Fig. 1: run 1, signal wires on met2
Cells faint in the background.
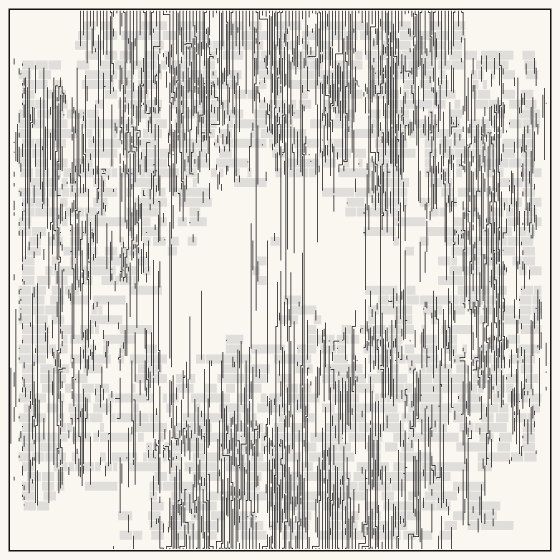
Fig. 2: run 1, signal wires on met3
Bar = 50 um.
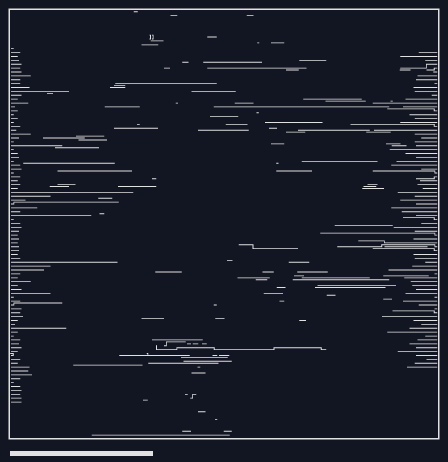
Fig. 3: run 1, placement by cell class
Fill, decap, tap and diode cells in gray.
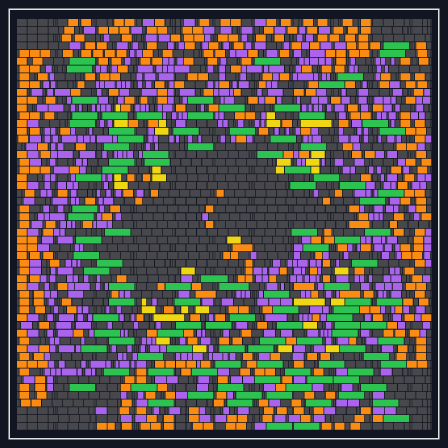
<file path="config.mk">
export PLATFORM = sky130hd
export DESIGN_NAME = gpio_cmd_decoder
export DESIGN_NICKNAME = d
export VERILOG_FILES = /design/src/rtl/gpio_cmd_pkg.sv /design/src/rtl/gpio_edge_det.sv /design/src/rtl/gpio_cmd_decoder.sv
export SDC_FILE = /design/constraint.sdc
export NUM_CORES = 1
export LEC_CHECK = 0
export CAP_MARGIN = 0
export CORE_MARGIN = 2
export CORE_UTILIZATION = 35
export CTS_BUF_LIST = sky130_fd_sc_hd__clkbuf_8
export DETAILED_ROUTE_END_ITERATION = 7
export PLACE_DENSITY = 0.72
export SLEW_MARGIN = 20
export SYNTH_ARGS = -nofsm -noshare
export SYNTH_HDL_FRONTEND = slang
export SYNTH_HIERARCHICAL = 1
export SYNTH_SLANG_ARGS = --single-unit
</file>
<file path="constraint.sdc">
create_clock -name clk100 -period 2.5 [get_ports clk100]
set_input_delay 0.5 -clock clk100 [delete_from_list [all_inputs] [get_ports clk100]]
set_output_delay 0.5 -clock clk100 [all_outputs]
set_load 0.01 [all_outputs]
</file>
<file path="src/rtl/gpio_cmd_pkg.sv">
// Shared definitions for the GPIO command decoder: GPO field positions,
// command codes and the decoder FSM state encoding.
package gpio_cmd_pkg;

    localparam int CMD_MSB  = 31;
    localparam int CMD_LSB  = 24;
    localparam int ENB_BIT  = 23;
    localparam int DATA_MSB = 22;

    typedef enum logic [7:0] {
        CMD_RESET       = 8'd0,
        CMD_EN_TX       = 8'd1,
        CMD_EN_RX       = 8'd2,
        CMD_PH_SEL      = 8'd3,
        CMD_RUN_MEM     = 8'd4,
        CMD_READ_MEM    = 8'd5,
        CMD_ADDR_MEM    = 8'd6,
        CMD_BER_S_I     = 8'd7,
        CMD_BER_S_Q     = 8'd8,
        CMD_BER_E_I     = 8'd9,
        CMD_BER_E_Q     = 8'd10,
        CMD_BER_H       = 8'd11,
        CMD_IS_MEM_FULL = 8'd12
    } cmd_e;

    typedef enum logic [1:0] {
        ST_IDLE     = 2'd0,
        ST_EXEC     = 2'd1,
        ST_MEM_WAIT = 2'd2,
        ST_MEM_CAP  = 2'd3
    } state_e;

endpackage

</file>
<file path="src/rtl/gpio_edge_det.sv">
// Rising-edge detector for the GPO enable bit. A level that is already high
// when reset is released is not treated as an edge until it has been seen low.
module gpio_edge_det (
    input  logic clk,
    input  logic rst_n,
    input  logic i_enb,
    output logic o_fire
);

    logic enb_prev_q, enb_prev_d;
    logic armed_q, armed_d;

    always_comb begin
        enb_prev_d = i_enb;
        armed_d    = armed_q | ~i_enb;
    end

    // NOTE: state registers use non-blocking assignments so every flop samples pre-edge values.
    always_ff @(posedge clk or negedge rst_n) begin
        if (!rst_n) begin
            enb_prev_q <= 1'b0;
            armed_q    <= 1'b0;
        end else begin
            enb_prev_q <= enb_prev_d;
            armed_q    <= armed_d;
        end
    end

    assign o_fire = i_enb & ~enb_prev_q & armed_q;

endmodule

</file>
<file path="src/rtl/gpio_cmd_decoder.sv">
// Decodes MicroBlaze GPO command words into modem datapath controls and
// drives the GPI readback word (BER counters, logger data, memory-full flag).
module gpio_cmd_decoder
    import gpio_cmd_pkg::*;
#(
    parameter int NB_GPIOS        = 32,
    parameter int NB_CMD          = 8,
    parameter int NB_DATA         = 23,
    parameter int BRAM_ADDR_WIDTH = 15,
    parameter int NB_BER_CNT      = 64
) (
    input  logic                       clk100,
    input  logic                       i_resetn,
    input  logic [NB_GPIOS-1:0]        i_gpo,
    output logic [NB_GPIOS-1:0]        o_gpi,
    output logic                       o_rst,
    output logic                       o_enb_tx,
    output logic                       o_enb_rx,
    output logic [1:0]                 o_phase_sel,
    output logic                       o_run_log,
    output logic                       o_read_log,
    output logic [BRAM_ADDR_WIDTH-1:0] o_addr_log_to_mem,
    input  logic                       i_mem_full,
    input  logic [NB_GPIOS-1:0]        i_data_log_from_mem,
    input  logic [NB_BER_CNT-1:0]      i_ber_samp_i,
    input  logic [NB_BER_CNT-1:0]      i_ber_samp_q,
    input  logic [NB_BER_CNT-1:0]      i_ber_err_i,
    input  logic [NB_BER_CNT-1:0]      i_ber_err_q
);

    logic fire;

    state_e                     state_q, state_d;
    logic [NB_CMD-1:0]          cmd_q, cmd_d;
    logic [NB_DATA-1:0]         data_q, data_d;
    logic                       rst_q, rst_d;
    logic                       run_q, run_d;
    logic                       enb_tx_q, enb_tx_d;
    logic                       enb_rx_q, enb_rx_d;
    logic [1:0]                 phase_q, phase_d;
    logic                       read_q, read_d;
    logic [BRAM_ADDR_WIDTH-1:0] addr_q, addr_d;
    logic [NB_GPIOS-1:0]        gpi_q, gpi_d;
    logic [NB_BER_CNT-1:0]      ber_shadow_q, ber_shadow_d;
    logic [NB_BER_CNT-1:0]      ber_sel;
    logic                       data_hi_unused;

    gpio_edge_det u_edge_det (
        .clk    (clk100),
        .rst_n  (i_resetn),
        .i_enb  (i_gpo[ENB_BIT]),
        .o_fire (fire)
    );

    // Payload bits above the address field carry no meaning for any command.
    assign data_hi_unused = ^data_q[NB_DATA-1:BRAM_ADDR_WIDTH];

    always_comb begin
        ber_sel = i_ber_samp_i;
        case (cmd_q)
            CMD_BER_S_Q: ber_sel = i_ber_samp_q;
            CMD_BER_E_I: ber_sel = i_ber_err_i;
            CMD_BER_E_Q: ber_sel = i_ber_err_q;
            default:     ber_sel = i_ber_samp_i;
        endcase
    end

    // NOTE: every always_comb output gets a default first so no path can infer a latch.
    always_comb begin
        state_d      = state_q;
        cmd_d        = cmd_q;
        data_d       = data_q;
        rst_d        = 1'b0;
        run_d        = 1'b0;
        enb_tx_d     = enb_tx_q;
        enb_rx_d     = enb_rx_q;
        phase_d      = phase_q;
        read_d       = read_q;
        addr_d       = addr_q;
        gpi_d        = gpi_q;
        ber_shadow_d = ber_shadow_q;

        case (state_q)
            ST_IDLE: begin
                if (fire) begin
                    cmd_d   = i_gpo[CMD_MSB:CMD_LSB];
                    data_d  = i_gpo[DATA_MSB:0];
                    state_d = ST_EXEC;
                end
            end

            ST_EXEC: begin
                state_d = ST_IDLE;
                case (cmd_q)
                    CMD_RESET:    rst_d    = 1'b1;
                    CMD_EN_TX:    enb_tx_d = data_q[0];
                    CMD_EN_RX:    enb_rx_d = data_q[0];
                    CMD_PH_SEL:   phase_d  = data_q[1:0];
                    CMD_RUN_MEM:  run_d    = 1'b1;
                    CMD_READ_MEM: read_d   = data_q[0];
                    CMD_ADDR_MEM: begin
                        addr_d  = data_q[BRAM_ADDR_WIDTH-1:0];
                        state_d = ST_MEM_WAIT;
                    end
                    // Both counter halves are frozen from the same edge so BER_H stays coherent.
                    CMD_BER_S_I, CMD_BER_S_Q, CMD_BER_E_I, CMD_BER_E_Q: begin
                        ber_shadow_d = ber_sel;
                        gpi_d        = ber_sel[NB_GPIOS-1:0];
                    end
                    CMD_BER_H:       gpi_d = ber_shadow_q[NB_BER_CNT-1 -: NB_GPIOS];
                    CMD_IS_MEM_FULL: gpi_d = {{(NB_GPIOS-1){1'b0}}, i_mem_full};
                    default: ;
                endcase
            end

            // The BRAM registers the new address here; its data is sampled one edge later.
            ST_MEM_WAIT: state_d = ST_MEM_CAP;

            ST_MEM_CAP: begin
                gpi_d   = i_data_log_from_mem;
                state_d = ST_IDLE;
            end

            default: state_d = ST_IDLE;
        endcase
    end

    always_ff @(posedge clk100 or negedge i_resetn) begin
        if (!i_resetn) begin
            state_q      <= ST_IDLE;
            cmd_q        <= '0;
            data_q       <= '0;
            rst_q        <= 1'b0;
            run_q        <= 1'b0;
            enb_tx_q     <= 1'b0;
            enb_rx_q     <= 1'b0;
            phase_q      <= 2'd0;
            read_q       <= 1'b0;
            addr_q       <= '0;
            gpi_q        <= '0;
            ber_shadow_q <= '0;
        end else begin
            state_q      <= state_d;
            cmd_q        <= cmd_d;
            data_q       <= data_d;
            rst_q        <= rst_d;
            run_q        <= run_d;
            enb_tx_q     <= enb_tx_d;
            enb_rx_q     <= enb_rx_d;
            phase_q      <= phase_d;
            read_q       <= read_d;
            addr_q       <= addr_d;
            gpi_q        <= gpi_d;
            ber_shadow_q <= ber_shadow_d;
        end
    end

    assign o_gpi             = gpi_q;
    assign o_rst             = rst_q;
    assign o_run_log         = run_q;
    assign o_enb_tx          = enb_tx_q;
    assign o_enb_rx          = enb_rx_q;
    assign o_phase_sel       = phase_q;
    assign o_read_log        = read_q;
    assign o_addr_log_to_mem = addr_q;

endmodule

</file>
==> results.env, run 1 <==
STATUS='finished, final reports clean'
FINAL_MAX_SLEW_VIOL_COUNT=0
CTS_HTREE_LEVELS=4
NUMPLACEDINSTANCES=1386
CP-START-KIND='flip-flop'
DIE_HEIGHT_UM=150
WORSTSETUPSTARTPOINT='cmd_q[5]$_DFFE_PN0P_'
SYNTH_CELL_TYPES=42
FIN_WS_PS=102
SYN-INSTANCE-COUNT=790
CRIT_BUF_INV=1
LARGEST_NET_DEGREE_AT_THE_START_OF_GLOBAL_ROUTING=73
YOSYSTOPAREACELL='sky130_fd_sc_hd__dfrtp_1'
WORST_R2R_PATH_DEPTH=6
PLACE_WORST_SETUP_SLACK_PS=82.4
FINAL_LAYOUT_SIZE_SUFFIX_GT1_FRAC=0.180
POWER_PER_CELL_AREA_mW_PER_MM2=657
WL_PER_CELL_UM=21.3
CRITICAL_PATH.MAX_STAGE_DELAY_PS=490
BOUNDARYPINS=377
YS_FF=113
FLOORPLAN.CORE_AREA_MM2=0.0210
INITIAL_ANTENNA_VIOLATION_COUNT=0
FINAL_PERIOD_MINUS_WORST_SETUP_SLACK_PS=2400
R2R_END='o_gpi[0]$_DFFE_PN0P_'
SETUP-VIOLATIONS-FINAL=0
-- Fig. 1 (at the start) --
longest straight run = 76.0 um
main direction = vertical
nets with wire on the layer = 1193

-- Fig. 2 (at the start) --
share of all routed wire = 8.3%
main direction = horizontal
wire length on this layer = 2500 um
longest straight run = 61.2 um

-- Fig. 3 (at the start) --
yellow -> clock drivers and dummy loads  # cells 31, share of their area 3.6%
orange -> other buffers and delay cells  # cells 407, share of their area 35%
purple -> combinational and other logic  # cells 591, share of their area 37%
green -> flops  # cells 113, share of their area 24%

## run 1: power by group
group | switching (W) | total [W] | internal, W
clock network | 0.000818 | 0.00186 | 0.00104
logic | 0.00139 | 0.00310 | 0.00171
registers | 0.000472 | 0.00287 | 0.00240
## run 1: sequential cells by signal (all words and copies together) (netlist names), named ones only
register and flops:
data_q 15, o_phase_sel 2, o_enb_rx 1, o_gpi 32, state_q 1, u_edge_det/armed_q 1
u_edge_det/enb_prev_q 1, o_enb_tx 1, o_run_log 1, cmd_q 8, o_read_log 1, o_addr_log_to_mem 15
ber_shadow_q 32, o_rst 1
## run 1: cell families after synthesis
| group | Yosys count | share of synthesized area |
|---|---|---|
| DFF | 113 | 0.380 |
| buffers and inverters | 87 | 0.0507 |
| and+or+nand+nor | 189 | 0.135 |
| muxes | 91 | 0.138 |
| AOI/OAI and AO/OA | 310 | 0.297 |
## run 1: cell type report
type	count	share of cell area
well taps	275	0.0289
flip-flops and latches	113	0.238
clock buffers	19	0.0219
repair buffers	407	0.339
clock inverters	12	0.0132
multi-input cells	590	0.359
inverters	1	0.000315
## run 1: placed cells by master, fill, tap and decap left out, drive strengths merged, types with 3 or more instances in the layout
cell type,netlist,final
dfrtp,113,113
nor4,33,33
a211oi,31,31
nor2b,51,51
nor3b,3,3
o32a,15,15
clkbuf,58,19
inv,1,3
o221ai,32,32
a221o,16,16
clkinv,0,4
a221oi,15,15
o22ai,32,32
nand2,72,72
o21ai,114,114
and2,5,5
mux2,91,91
buf,28,40
a21oi,49,49
bufinv,0,3
or2,3,3
nand2b,5,5
nand3,4,4
nor2,7,7
clkdlybuf4s50,0,367
clkinvlp,0,3
==> run 2, diff against run 1 <==
--- a/config.mk
+++ b/config.mk
@@ -10,7 +10,7 @@
 export CORE_UTILIZATION = 35
 export CTS_BUF_LIST = sky130_fd_sc_hd__clkbuf_8
 export DETAILED_ROUTE_END_ITERATION = 7
-export PLACE_DENSITY = 0.72
+export PLACE_DENSITY = 0.78
 export SLEW_MARGIN = 20
 export SYNTH_ARGS = -nofsm -noshare
 export SYNTH_HDL_FRONTEND = slang
Fig. 4: run 2, wires at chosen ports, followed through buffers
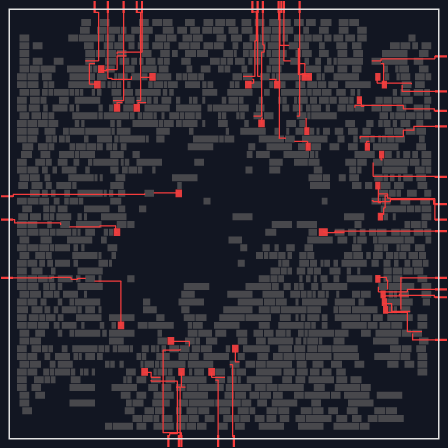
red -> i_data_log_from_mem  # bits 32, direction input, edge 12 east, 12 north, 5 south, 3 west, end cells 32, buffers 32, wire 1170 um

Fig. 5: run 2, signal wires on met2
Cells faint in the background.
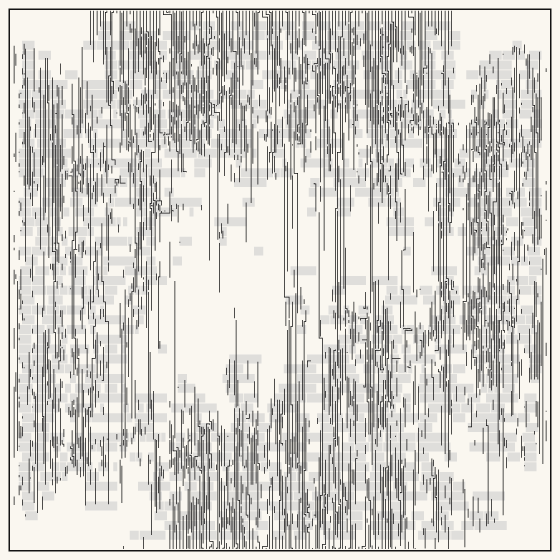
share of all routed wire = 48%
longest straight run = 60.2 um
nets with wire on the layer = 1216
total length of routed wires: 30.4 mm
met2 usage: 0.438
total number of vias: 7942

==> results.env, run 2 <==
YS_FF=113  # unchanged
YOSYSTOPAREACELL='sky130_fd_sc_hd__dfrtp_1'
MUX_SHARE=0.138  # unchanged
ASYNCSETRESETFLOPFRACSYNTH=1.00
CP-START-KIND='flip-flop'
WORST_R2R_PATH_DEPTH=5  # -1
CLOCK_SINKS=113
SYN-INSTANCE-COUNT=790  # unchanged
YS_SH_SIMPLE=0.135  # unchanged
NUMPLACEDINSTANCES=1383  # -0.22%
TOP_LOGIC_KIND='AND-OR/OR-AND gates'
POWER_PER_CELL_AREA_mW_PER_MM2=636  # -3.1%
MOST-COMMON-LAYOUT-CELLS='367 x sky130_fd_sc_hd__clkdlybuf4s50_1, 111 x sky130_fd_sc_hd__dfrtp_1, 91 x sky130_fd_sc_hd__mux2_2'
CRITICAL_REGISTER_TO_REGISTER_PATH_STARTPOINT='cmd_q[5]$_DFFE_PN0P_'
PLACE_WORST_SETUP_SLACK_PS=80.7  # -1.72 ps
BOUNDARYPINS=377  # unchanged
FIN_WS_PS=137  # +35.3 ps
PATH_CLASS='reg2reg'
R2R_END='ber_shadow_q[63]$_DFFE_PN0P_'
SLEW-LIMIT-HEADROOM=0.552
SYNTH_XOR_XNOR_AREA_SHARE=0  # unchanged
SYNTH.YOSYS.CHIP_AREA_MM2=0.00745
STATUS='finished, final reports clean'
INITIAL_ANTENNA_VIOLATION_COUNT=0  # unchanged
SETUP-VIOLATIONS-FINAL=0  # unchanged
SYNTH_CELL_TYPES=42  # unchanged
FINAL_LAYOUT_TOP_LOGIC_CELL='sky130_fd_sc_hd__clkdlybuf4s50_1'
MIN_PERIOD_OVER_PERIOD=0.945
CTS_ROOT_BUFFER='sky130_fd_sc_hd__clkbuf_8'
FINAL_LAYOUT_SIZE_SUFFIX_GT1_FRAC=0.179  # -0.00144
CTS_HTREE_LEVELS=4  # unchanged
CTS.REPORTEDPATHS.CLKPINSLEW_PS=80
GRT.TOTAL_USAGE=0.266
AOI_SHARE=0.297  # unchanged
CLOCK-SKEW-FINAL_PS=15.9
LARGEST_NET_DEGREE_AT_THE_START_OF_GLOBAL_ROUTING=114  # +56%
WL_PER_CELL_UM=21.5  # +0.62%
SYNTH.CELLMIX.ADDERSHARE=0  # unchanged
FINAL_PERIOD_MINUS_WORST_SETUP_SLACK_PS=2360  # -35.3 ps
FINAL_MAX_SLEW_VIOL_COUNT=0  # unchanged
Fig. 6: run 2, placement by cell class
Fill, decap, tap and diode cells in gray.
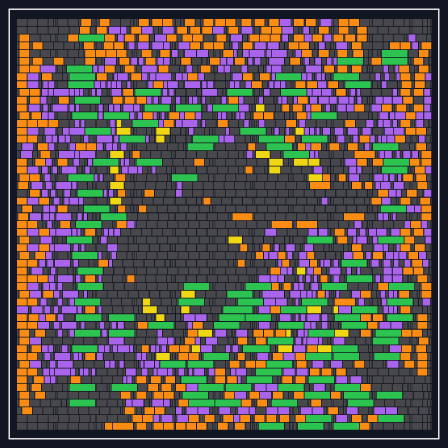
green -> flops  # cells 113, share of their area 25%
orange -> other buffers and delay cells  # cells 404, share of their area 35%
yellow -> clock drivers and dummy loads  # cells 32, share of their area 3.1%
purple -> combinational and other logic  # cells 591, share of their area 37%
sequential share of cell area: 0.239
Final Cell Area: 0.0119 mm2
Final Util: 0.567
core area: 0.0210 mm2

-- run 2: cell counts after synthesis --
Identical to the previous run, type by type.
-- run 2: worst max-delay path: stages, from the launching register on --
cell and delay, ps:
sky130_fd_sc_hd__dfrtp_1 420, sky130_fd_sc_hd__or4_1 690, sky130_fd_sc_hd__or3_2 550, sky130_fd_sc_hd__buf_4 280, sky130_fd_sc_hd__o221ai_1 190, sky130_fd_sc_hd__o21ai_0 90
-- run 2: layout make-up --
| class | count | area [um2] |
|---|---|---|
| clock buffer | 17 | 234 |
| clock inverter | 15 | 126 |
| fill | 1896 | 9080 |
| inverter | 1 | 3.75 |
| multi-input combinational | 590 | 4280 |
| sequential | 113 | 2830 |
| tap | 275 | 344 |
| timing repair buffer | 404 | 4050 |
-- run 2: worst min path at each step --
| stage | slack [ps] | startpoint | to |
|---|---|---|---|
| after global placement | 440 | u_edge_det/armed_q$_DFF_PN0_ | u_edge_det/armed_q$_DFF_PN0_ |
| after CTS | 160 | i_resetn | o_gpi[6]$_DFFE_PN0P_ |
| after floorplan | 200 | i_resetn | asynchronous set/reset pin |
| final | 130 | i_resetn | o_gpi[6]$_DFFE_PN0P_ |
| after detailed placement | 450 | u_edge_det/armed_q$_DFF_PN0_ | u_edge_det/armed_q$_DFF_PN0_ |
| after global routing | 150 | i_resetn | o_gpi[6]$_DFFE_PN0P_ |
-- run 2: power by group --
group,switching (W),total [W],internal [W]
Clock,0.000897,0.00161,0.000716
Combinational,0.00138,0.00309,0.00171
Sequential,0.000453,0.00285,0.00240
Total,0.00273,0.00756,0.00482
-- run 2: metal layers --
metal | GRT usage | wire length [um]
met5 | 0 | 0
met4 | 0.0797 | 677
met3 | 0.0759 | 2540
met2 | 0.438 | 14500
met1 | 0.341 | 12600
Power is estimated from default activity; no workload was simulated.
